Design y86_stage_sequencer, sky130hd; sources not shown.
Fig. 1: clock nets
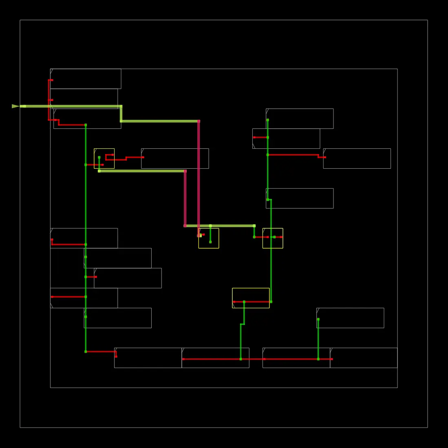
power of the clock network: 0.224 mW
insertion delay of the later-clocked pin in the worst-skew pair: 0.30 ns
clock buffer instance count of the final layout: 4
Inserted Clock Buffers: 3

Fig. 2: drive-strength map
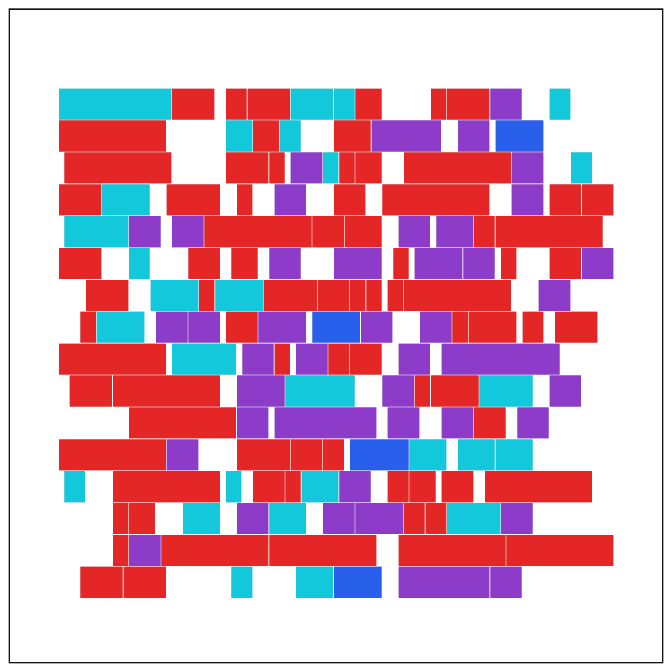
legend:
  red:
    size: _0 and _1 cells
    cells: 79
    share: 51%
  purple:
    size: _3 and _4 cells
    cells: 43
    share: 28%
  cyan:
    size: _2 cells
    cells: 28
    share: 18%
  blue:
    size: _6 and larger
    cells: 4
    share: 2.6%
Layout area overhead: 56.5%
non-clock buffer count in the final layout: 50

==> results_slide.txt <==
Synthesis and Place & Route Summary

GRT
  – Grt total ovfl: 0
  – Global-route track usage on met2: between 20% and 30%
  – Antenna violations before repair: 0
  – Global routing usage on met1: 26.6%
  – Overall global routing resource usage: about a fifth
  – First-pass GRT wire length: about 4600 um

Clocking
  – # clock sinks: 18
  – CTS H-tree depth: 1
  – Hold-fix buffers at CTS: 0
  – Post-CTS Setup Inserts: 5
  – Number of gates resized after CTS: 37
  – Clock input transition at the sequential cells of the worst setup and hold paths: ~0.10 ns

Yosys
  – Main area contributors: dfrtp_1, mux2_2, a21oi_1
  – Count of unique library cells instantiated by Yosys: 40
  – Fraction of synthesized area in multiplexers: 6.37%
  – Area share of xor/xnor cells in the synthesized design: less than 1%

Setup path
  – Crit. End Element: flip-flop
  – Series of cell instances along the critical path: or3b_4 -> buf_6 -> a2111o_1 -> buf_6 -> or4_4 -> a21oi_2
  – Worst path buffer plus inverter count: 2
  – Launching element type of the critical path: flip-flop
  – Reg2reg setup slack: -0.21 ns
  – Family of cells with the greatest summed delay on the critical path: simple AND/OR/NAND/NOR gates
  – Peak fanout along the critical path: 6

Final timing
  – Smallest setup slack after layout: -0.206 ns
  – FMAX: between 400 and 500 MHz
  – Slew Limit Fails: 0
  – Worst-case clock skew: roughly 0.0047 ns
  – Number of setup violations in the final report: 11
  – Slew at the pin closest to its max-slew limit: approximately 0.35 ns

Die
  – Area of the core region: a little over 0.002 mm2
  – Number of top-level pins: 18
  – Die height: 55.6 um

Min path
  – Worst min-delay path category: flip-flop to flip-flop

Place
  – Final weighted congestion in routability-driven placement: 0.843
  – Setup slack at placement: -0.333 ns

Flow run
  – Max-cap check violation count: 0

Routing
  – Average wire per standard cell: approximately 18 um
  – Post-DR vias/cell: 5.67
  – Met2 wirelength from detailed routing: between 1500 and 2000 um

Status
  – Violations in the final reports: setup timing
  – Status: finished with violations

Power and ir drop
  – Worst ir drop on vdd: between 900 and 1000 uV
## cell usage after synthesis, drive strengths merged, types with 2 or more instances
cell type / number
dfrtp: 17
a21oi: 8
nand2: 8
inv: 7
nor2: 5
or4: 5
mux2: 4
nand3: 4
o31ai: 4
clkbuf: 3
or3b: 3
a21o: 2
a2bb2oi: 2
ha: 2
mux2i: 2
nand2b: 2
nor3b: 2
o21ai: 2
or2: 2
## final cells by class
cell class / count / area (um2)
inverters: 7 / 26.3
well taps: 27 / 33.8
clock buffers: 4 / 36.3
fillers: 127 / 464
multi-input cells: 75 / 653
flip-flops and latches: 18 / 452
repair buffers: 50 / 397
## power breakdown
| group | switching (mW) | internal (mW) |
|---|---|---|
| sequential | 0.113 | 0.507 |
| combinational | 0.559 | 0.661 |
| clock | 0.113 | 0.111 |
| total | 0.785 | 1.28 |
Power figures rest on the tool's default switching activity, not on a simulated workload.
